`config.mk`:
```
export PLATFORM = sky130hd
export DESIGN_NAME = router_pkt_reader_flat
export DESIGN_NICKNAME = d
export VERILOG_FILES = /design/src/rtl/router_pkg.sv /design/src/rtl/router_pkt_reader_if.sv /design/src/rtl/router_out_skid.sv /design/src/rtl/router_pkt_reader.sv /design/src/flat_wrapper.sv
export SDC_FILE = /design/constraint.sdc
export NUM_CORES = 1
export LEC_CHECK = 0
export ABC_AREA = 1
export CAP_MARGIN = 20
export CORE_AREA = 2 2 75 77
export DETAILED_ROUTE_END_ITERATION = 8
export DIE_AREA = 0 0 77 79
export HOLD_SLACK_MARGIN = 0.1
export PLACE_DENSITY = 0.74
export SLEW_MARGIN = 20
export SYNTH_ARGS = -nofsm -noshare
export SYNTH_HDL_FRONTEND = slang
export SYNTH_HIERARCHICAL = 1
export SYNTH_SLANG_ARGS = --single-unit
```
`constraint.sdc`:
```
create_clock -name clk -period 2 [get_ports clk]
set_clock_uncertainty 0.05 [all_clocks]
set_input_delay 0.4 -clock clk [delete_from_list [all_inputs] [get_ports clk]]
set_output_delay 0.4 -clock clk [all_outputs]
set_load 0.01 [all_outputs]
```
`src/rtl/router_pkg.sv`:
```
// Shared definitions for the router packet reader.
//   BYTE_W  : width of one FIFO / client byte
//   LEN_LSB : bit position of the payload-length field inside the header
//   ADDR_W  : width of the address field in the header low bits
//   state_t : framing state of the packet reader
//   beat_t  : one entry of the output buffer {data, sop, eop}
package router_pkg;

  localparam int BYTE_W  = 8;
  localparam int LEN_LSB = 2;
  localparam int ADDR_W  = 2;

  typedef enum logic [1:0] {
    IDLE    = 2'd0,
    PAYLOAD = 2'd1,
    PARITY  = 2'd2
  } state_t;

  typedef struct packed {
    logic [BYTE_W-1:0] data;
    logic              sop;
    logic              eop;
  } beat_t;

endpackage

```
`src/rtl/router_pkt_reader_if.sv`:
```
// Client-side byte stream of the packet reader.
//   out_data  : byte to client
//   out_valid : out_data valid
//   out_ready : client accepts the byte
//   out_sop   : byte is the packet header
//   out_eop   : byte is the last delivered byte of the packet
// master = the reader (drives the stream), slave = the client.
interface router_pkt_reader_if;
  import router_pkg::*;

  logic [BYTE_W-1:0] out_data;
  logic              out_valid;
  logic              out_ready;
  logic              out_sop;
  logic              out_eop;

  modport master (
    output out_data,
    output out_valid,
    output out_sop,
    output out_eop,
    input  out_ready
  );

  modport slave (
    input  out_data,
    input  out_valid,
    input  out_sop,
    input  out_eop,
    output out_ready
  );

endinterface

```
`src/rtl/router_out_skid.sv`:
```
// Two-entry output buffer between the packet parser and the client.
// Push and pop may happen in the same cycle, which keeps one byte per cycle
// flowing while the client is ready. The head entry reads as zero when empty.
//   clk, rstn : clock, synchronous active-low reset
//   flush     : drop all entries (takes priority over push/pop)
//   push      : write push_beat at the tail
//   push_beat : entry to write
//   pop       : remove the head entry
//   head      : current head entry (zero when empty)
//   count     : number of valid entries, 0..2
module router_out_skid
  import router_pkg::*;
(
  input  logic       clk,
  input  logic       rstn,
  input  logic       flush,
  input  logic       push,
  input  beat_t      push_beat,
  input  logic       pop,
  output beat_t      head,
  output logic [1:0] count
);

  beat_t      mem [2];
  logic       rd_ptr_reg;
  logic       wr_ptr_reg;
  logic [1:0] count_reg;
  logic       do_pop;

  // A pop on an empty buffer is ignored so the count cannot wrap.
  assign do_pop = pop && (count_reg != 2'd0);

  always_ff @(posedge clk) begin
    if (!rstn || flush) begin
      rd_ptr_reg <= 1'b0;
      wr_ptr_reg <= 1'b0;
      count_reg  <= 2'd0;
    end else begin
      if (push) begin
        mem[wr_ptr_reg] <= push_beat;
        wr_ptr_reg      <= ~wr_ptr_reg;
      end
      if (do_pop) begin
        rd_ptr_reg <= ~rd_ptr_reg;
      end
      count_reg <= count_reg + {1'b0, push} - {1'b0, do_pop};
    end
  end

  assign head  = (count_reg != 2'd0) ? mem[rd_ptr_reg] : '0;
  assign count = count_reg;

endmodule

```
`src/rtl/router_pkt_reader.sv`:
```
// Destination-side reader for one router output FIFO.
// Reads bytes from the FIFO, frames them as header / payload / parity,
// forwards header and payload to the client with sop/eop marks, checks the
// trailing parity byte and fires a FIFO soft reset if the client stalls.
//   clk, rstn  : clock, synchronous active-low reset
//   fifo_empty : FIFO empty flag
//   fifo_dout  : FIFO read data, valid the cycle after an accepted rd_en
//   fifo_rd_en : FIFO read enable
//   soft_rst   : one-cycle pulse to the FIFO on client timeout
//   out_if     : client byte stream (master side)
//   parity_err : one-cycle pulse, received parity differs from computed
//   pkt_done   : one-cycle pulse when the parity byte is consumed
//   busy       : high from header arrival until parity consumed
module router_pkt_reader
  import router_pkg::*;
#(
  parameter int TIMEOUT = 30,
  parameter int LEN_W   = 6
) (
  input  logic                clk,
  input  logic                rstn,
  input  logic                fifo_empty,
  input  logic [BYTE_W-1:0]   fifo_dout,
  output logic                fifo_rd_en,
  output logic                soft_rst,
  router_pkt_reader_if.master out_if,
  output logic                parity_err,
  output logic                pkt_done,
  output logic                busy
);

  localparam int TCNT_W = $clog2(TIMEOUT + 1);

  state_t              state_reg, state_next;
  logic [LEN_W-1:0]    rem_reg, rem_next;
  logic [BYTE_W-1:0]   par_reg, par_next;
  logic [TCNT_W-1:0]   tcnt_reg;
  logic                inflight_reg;
  logic                soft_rst_reg;
  logic                parity_err_reg, parity_err_next;
  logic                pkt_done_reg, pkt_done_next;

  logic [1:0]          buf_cnt;
  beat_t               head;
  beat_t               push_beat;
  logic                push;
  logic                pop;
  logic                arrive;
  logic                stall;
  logic                fire;
  logic [2:0]          occ;
  logic [LEN_W-1:0]    hdr_len;

  assign pop = out_if.out_valid && out_if.out_ready;

  // Occupancy the buffer will have once this cycle's pop and the byte
  // already in flight are accounted for; never request a third byte.
  assign occ        = {1'b0, buf_cnt} - {2'b0, pop} + {2'b0, inflight_reg};
  assign fifo_rd_en = !fifo_empty && !soft_rst_reg && (occ < 3'd2);

  // A byte landing during the soft reset cycle belongs to the flushed FIFO.
  assign arrive  = inflight_reg && !soft_rst_reg;
  assign hdr_len = fifo_dout[LEN_LSB +: LEN_W];

  assign stall = out_if.out_valid && !out_if.out_ready;
  assign fire  = stall && !soft_rst_reg && (tcnt_reg == TCNT_W'(TIMEOUT - 1));

  always_comb begin
    state_next      = state_reg;
    rem_next        = rem_reg;
    par_next        = par_reg;
    push            = 1'b0;
    push_beat       = '0;
    parity_err_next = 1'b0;
    pkt_done_next   = 1'b0;

    if (arrive) begin
      unique case (state_reg)
        IDLE: begin
          push           = 1'b1;
          push_beat.data = fifo_dout;
          push_beat.sop  = 1'b1;
          push_beat.eop  = (hdr_len == '0);
          rem_next       = hdr_len;
          par_next       = fifo_dout;
          state_next     = (hdr_len != '0) ? PAYLOAD : PARITY;
        end
        PAYLOAD: begin
          push           = 1'b1;
          push_beat.data = fifo_dout;
          push_beat.eop  = (rem_reg == LEN_W'(1));
          par_next       = par_reg ^ fifo_dout;
          rem_next       = rem_reg - LEN_W'(1);
          if (rem_reg == LEN_W'(1)) begin
            state_next = PARITY;
          end
        end
        PARITY: begin
          parity_err_next = (fifo_dout != par_reg);
          pkt_done_next   = 1'b1;
          state_next      = IDLE;
        end
        default: state_next = IDLE;
      endcase
    end

    if (soft_rst_reg) begin
      state_next = IDLE;
      rem_next   = '0;
      par_next   = '0;
    end
  end

  always_ff @(posedge clk) begin
    if (!rstn) begin
      state_reg      <= IDLE;
      rem_reg        <= '0;
      par_reg        <= '0;
      tcnt_reg       <= '0;
      inflight_reg   <= 1'b0;
      soft_rst_reg   <= 1'b0;
      parity_err_reg <= 1'b0;
      pkt_done_reg   <= 1'b0;
    end else begin
      state_reg      <= state_next;
      rem_reg        <= rem_next;
      par_reg        <= par_next;
      inflight_reg   <= fifo_rd_en;
      soft_rst_reg   <= fire;
      parity_err_reg <= parity_err_next;
      pkt_done_reg   <= pkt_done_next;
      // Stall counter saturates; it only needs to pass TIMEOUT-1 once.
      if (soft_rst_reg || !stall) begin
        tcnt_reg <= '0;
      end else if (tcnt_reg != {TCNT_W{1'b1}}) begin
        tcnt_reg <= tcnt_reg + TCNT_W'(1);
      end
    end
  end

  router_out_skid u_skid (
    .clk       (clk),
    .rstn      (rstn),
    .flush     (soft_rst_reg),
    .push      (push),
    .push_beat (push_beat),
    .pop       (pop),
    .head      (head),
    .count     (buf_cnt)
  );

  assign out_if.out_valid = (buf_cnt != 2'd0);
  assign out_if.out_data  = head.data;
  assign out_if.out_sop   = head.sop;
  assign out_if.out_eop   = head.eop;

  assign soft_rst   = soft_rst_reg;
  assign parity_err = parity_err_reg;
  assign pkt_done   = pkt_done_reg;
  assign busy       = (state_reg != IDLE);

endmodule

```
`src/flat_wrapper.sv`:
```
// flat-port wrapper written by rule: the top's interface ports become plain ports
module router_pkt_reader_flat import router_pkg::*;
#(
  parameter int TIMEOUT = 30,
  parameter int LEN_W   = 6
)
  (clk, rstn, fifo_empty, fifo_dout, fifo_rd_en, soft_rst, parity_err, pkt_done, busy, out_if_out_data, out_if_out_valid, out_if_out_sop, out_if_out_eop, out_if_out_ready);
  router_pkt_reader_if out_if_i ();
  input  logic clk;
  input  logic rstn;
  input  logic fifo_empty;
  input  logic [BYTE_W-1:0] fifo_dout;
  output logic fifo_rd_en;
  output logic soft_rst;
  output logic parity_err;
  output logic pkt_done;
  output logic busy;
  output wire logic [$bits(out_if_i.out_data)-1:0] out_if_out_data;
  output wire logic [$bits(out_if_i.out_valid)-1:0] out_if_out_valid;
  output wire logic [$bits(out_if_i.out_sop)-1:0] out_if_out_sop;
  output wire logic [$bits(out_if_i.out_eop)-1:0] out_if_out_eop;
  input wire logic [$bits(out_if_i.out_ready)-1:0] out_if_out_ready;
  assign out_if_out_data = out_if_i.out_data;
  assign out_if_out_valid = out_if_i.out_valid;
  assign out_if_out_sop = out_if_i.out_sop;
  assign out_if_out_eop = out_if_i.out_eop;
  assign out_if_i.out_ready = out_if_out_ready;
  router_pkt_reader #(.TIMEOUT(TIMEOUT), .LEN_W(LEN_W)) u_core (.clk(clk), .rstn(rstn), .fifo_empty(fifo_empty), .fifo_dout(fifo_dout), .fifo_rd_en(fifo_rd_en), .soft_rst(soft_rst), .out_if(out_if_i), .parity_err(parity_err), .pkt_done(pkt_done), .busy(busy));
endmodule
```
==> deck_impl_summary.md, run 1 <==
Physical Implementation Snapshot

Setup path
  – Cell family with the largest share of critical-path delay: adder cells
  – End of the worst register-to-register path: u_core/inflight_reg
  – Setup slack on the worst flop-to-flop path: -0.04 ns
  – Critical path class: reg2out
  – Reg-to-reg startpoint: u_core/u_skid/count[0]

Drt
  – Total DRC errors in the routed layout: 0
  – Number of nets with antenna violations after detailed routing: 0
  – Via/cell ratio: approximately 5

Die
  – Full die area: ~6100 sq um
  – Die span in y: 79 um
  – Placement row count: 27

Logic synthesis
  – Unique cell type count in the Yosys netlist: 36
  – Register bit count reported by yosys: 50
  – Biggest area consumer among synthesized cells: sky130_fd_sc_hd__dfxtp_1
  – Leading post-synthesis cells by cell area: sky130_fd_sc_hd__dfxtp_1 23%, sky130_fd_sc_hd__edfxtp_1 23%, sky130_fd_sc_hd__nand2_1 9.8%
  – Sequential-to-total area share from yosys stat: 46.8%
  – Net count entering floorplan: 322

Power and ir drop
  – Net switching fraction of the power: 39.0%
  – Switching pwr: ~1.4 mW
  – P_leak: ~1.3 nW
  – Total sequential power: roughly 1.4 mW
  – Power Dens Cells: about 1100 nW/um^2
  – Worst ir drop on vdd: 0.499 mV

Timing
  – Unrepaired setup endpoints after global routing: yes
  – Final hold vios: 0
  – Final setup fails: 2
  – Final Worst Setup Slack: -0.683 ns

GRT
  – Pin count of the biggest net entering global routing: 19
  – Total global routing track utilization: 17.0%

Placed design
  – Detailed-placement wirelength estimate: 3.71 mm
  – Pre-CTS WS: -1.09 ns
  – Post-placement cell area: around 3000 sq um
  – Placer's final routability congestion estimate: roughly 0.79

Status
  – Outcome: finished, violations left
  – Violated checks: negative setup slack

Clock network
  – Number of buffers inserted by hold repair at cts: 0
  – Number of gates resized after cts: 18
  – TritonCTS buffer count: 5
  – Clock tree from TritonCTS: yes
  – Post-CTS clock slew at the launch and capture registers of the worst setup and hold paths: ~0.090 ns

Finish
  – Synthesis-to-layout area growth: 22.2%
  – Cell Count, Final, Fillers Out: ~420
  – Fraction of layout instances using a drive strength above 1: between 20% and 30%
[run 1: layout make-up]
class	count	area (sq um)
fillers	501	2200
flip-flops and latches	50	1210
multi-input cells	204	1170
repair buffers	46	403
inverters	41	164
well taps	72	90.1
clock buffers	5	68.8
clock inverters	3	28.8
[run 1: metal layers]
metal	global-route usage, %	share of wire [%]	up-vias
li1	-	-	1067
met1	19.3	42	976
met2	31.1	52	42
met3	3.18	3.3	12
met4	7.86	3.0	0
met5	0	0	-
[run 1: logic make-up after synthesis]
kind of cell    synth area share (%)
simple gates                    26.1
flops                           46.8
compound gates                  10.3
buf+inv                         8.63
xor+xnor                        3.41
fa+ha+maj                       4.68
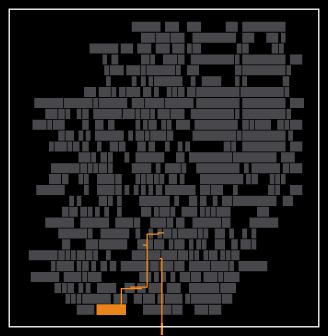
*Nets reached from selected ports, run 1*
(4 px per um)
soft_rst -> orange  # direction output, edge bottom, end cells 1, buffers 2, wire 50.1 um
I/O pin total: 28
I/O Buffers: 27

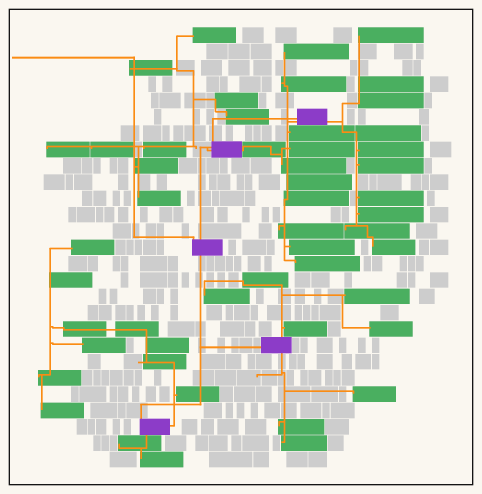
*Clock distribution, run 1*
(6 px per um)
flip-flops -> green  # count 50
clock-net drivers -> purple  # count 5
clock wires -> orange  # length 522 um
flops lie = spread over the die

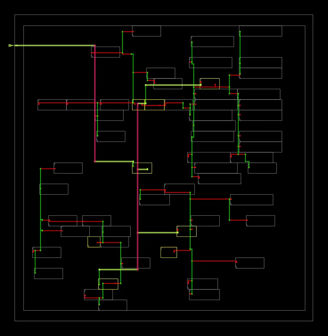
*The clock network, run 1*
FFs & Latches: 50
clock insertion delay at the later pin of the skew report: 0.31 ns
number of sinks driven by the clock tree: 50

### Signal wires on met2, run 1

(6 px per um) Cells faint in the background.
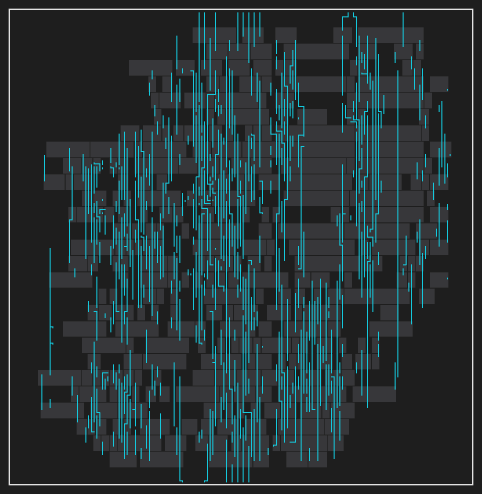

==> run 2: changes to the inputs <==
--- a/config.mk
+++ b/config.mk
@@ -11,7 +11,7 @@
 export DETAILED_ROUTE_END_ITERATION = 8
 export DIE_AREA = 0 0 77 79
 export HOLD_SLACK_MARGIN = 0.1
-export PLACE_DENSITY = 0.74
+export PLACE_DENSITY = 0.7
 export SLEW_MARGIN = 20
 export SYNTH_ARGS = -nofsm -noshare
 export SYNTH_HDL_FRONTEND = slang
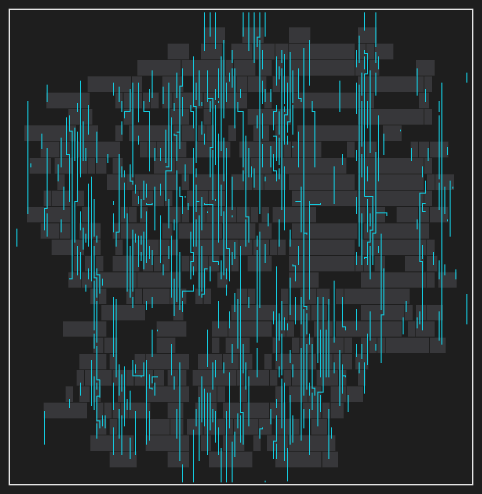
*Signal wires on met2, run 2*
(6 px per um) Cells faint in the background.
wire length on this layer = 2360 um
main direction = vertical
longest straight run = 43.5 um
share of all routed wire = 49%
nets with wire on the layer = 283
total wire length after detailed routing: 4.78 mm
GR met2 Demand/Resource: 30.2%
total number of vias: 2020

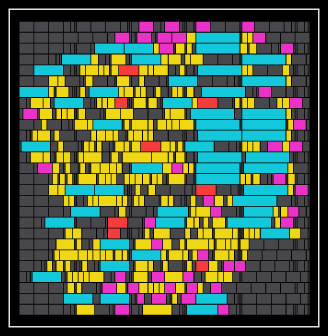
*Placed cells, one colour a class, run 2*
(4 px per um) Fill, decap, tap and diode cells in grey.
remaining buffers and delay cells -> magenta  # cells 43
registers -> cyan  # cells 50
clock drivers and dummy loads -> red  # cells 8
remaining logic cells -> yellow  # cells 245
placement row count: 27
fraction of area in registers: 38.9%
Floorplan Core Area: 5340 sq um
post-route cell area: 3100 sq um

==> run 2 against run 1 <==
The run still ends with negative setup slack left. Sequential share of layout area grew 0.40 points. Count of clock-buffer cells in the layout is the same. Cell area shrank 1.0%. Critical path type unchanged. Largest cell class unchanged.
==> deck_impl_summary.md, run 2 <==
Physical Implementation Snapshot

Status
  – Outcome: finished, violations left
  – Violated checks: negative setup slack

Finish
  – Logic share of the area: between 30% and 40%
  – FFs & Latches: ~50
  – Number of multi-input combinational cells: between 200 and 250
  – Clock Network Area Fraction: approximately 3%
  – Inverters: approximately 40
  – Number of clock buffer instances in the layout: 5
  – Count of non-CTS buffers in the layout: roughly 43
  – Comb. cell area: about 1200 sq um

Die
  – Full die area: just over 6000 sq um
  – Die span in y: 79 um

Clock network
  – Clock insertion delay at the later pin of the skew report: 0.31 ns
  – TritonCTS buffer count: 5
  – Number of gates resized after cts: 17
  – Clock tree from TritonCTS: yes
  – Number of buffers inserted by hold repair at cts: 0

Power and ir drop
  – Total sequential power: 1.37 mW
  – P_leak: between 1 and 1.5 nW
  – Switching pwr: ~1.3 mW
  – Power Dens Cells: about 1100 nW/um^2

Timing
  – Final hold vios: 0
  – Final setup fails: 1
  – Final Worst Setup Slack: -0.616 ns
  – Unrepaired setup endpoints after global routing: yes

Logic synthesis
  – Xor-xnor portion of the synthesized cell area: under 10%
  – Basic-gate share of the synthesized area counting and, or, nand and nor cells: roughly a quarter
  – Unique cell type count in the Yosys netlist: 36
  – Sequential-to-total area share from yosys stat: between 40% and 50%
  – Post-Synth Adder-Cell Area: under 10%

Setup path
  – Critical path class: reg2out
  – Reg-to-reg startpoint: u_core/u_skid/count[0]
  – End of the worst register-to-register path: u_core/inflight_reg

Placed design
  – Detailed-placement wirelength estimate: roughly 3.6 mm

GRT
  – Total global routing track utilization: 16.9%
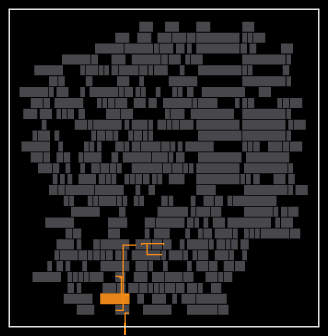
*Nets reached from selected ports, run 2*
(4 px per um)
soft_rst -> orange  # direction output, edge bottom, end cells 1, buffers 2, wire 46.7 um

-- run 2: through the flow --
stage                     std cells  utilization [%]  instance area, sq um
after detailed placement        409             56.0                  2990
final                           418             58.1                  3100
after global routing            418             58.1                  3100
after floorplan                 301                -                  2570
after CTS                       418             57.6                  3080
after global placement          409             56.0                  2990
-- run 2: worst min-delay path, stage by stage, from the launching register on --
cell and delay, ns:
sky130_fd_sc_hd__dfxtp_1 0.32, sky130_fd_sc_hd__nand2_1 0.06, sky130_fd_sc_hd__a21oi_1 0.05
-- run 2: layer usage --
layer	GRT usage, %	part of all wire [%]	up-vias
met5	0	0	-
met1	20.0	45	913
met4	5.71	1.1	0
met3	4.09	4.8	6
li1	-	-	1063
met2	30.2	49	38
No activity file was given, so power comes from the tool's default toggle rates.
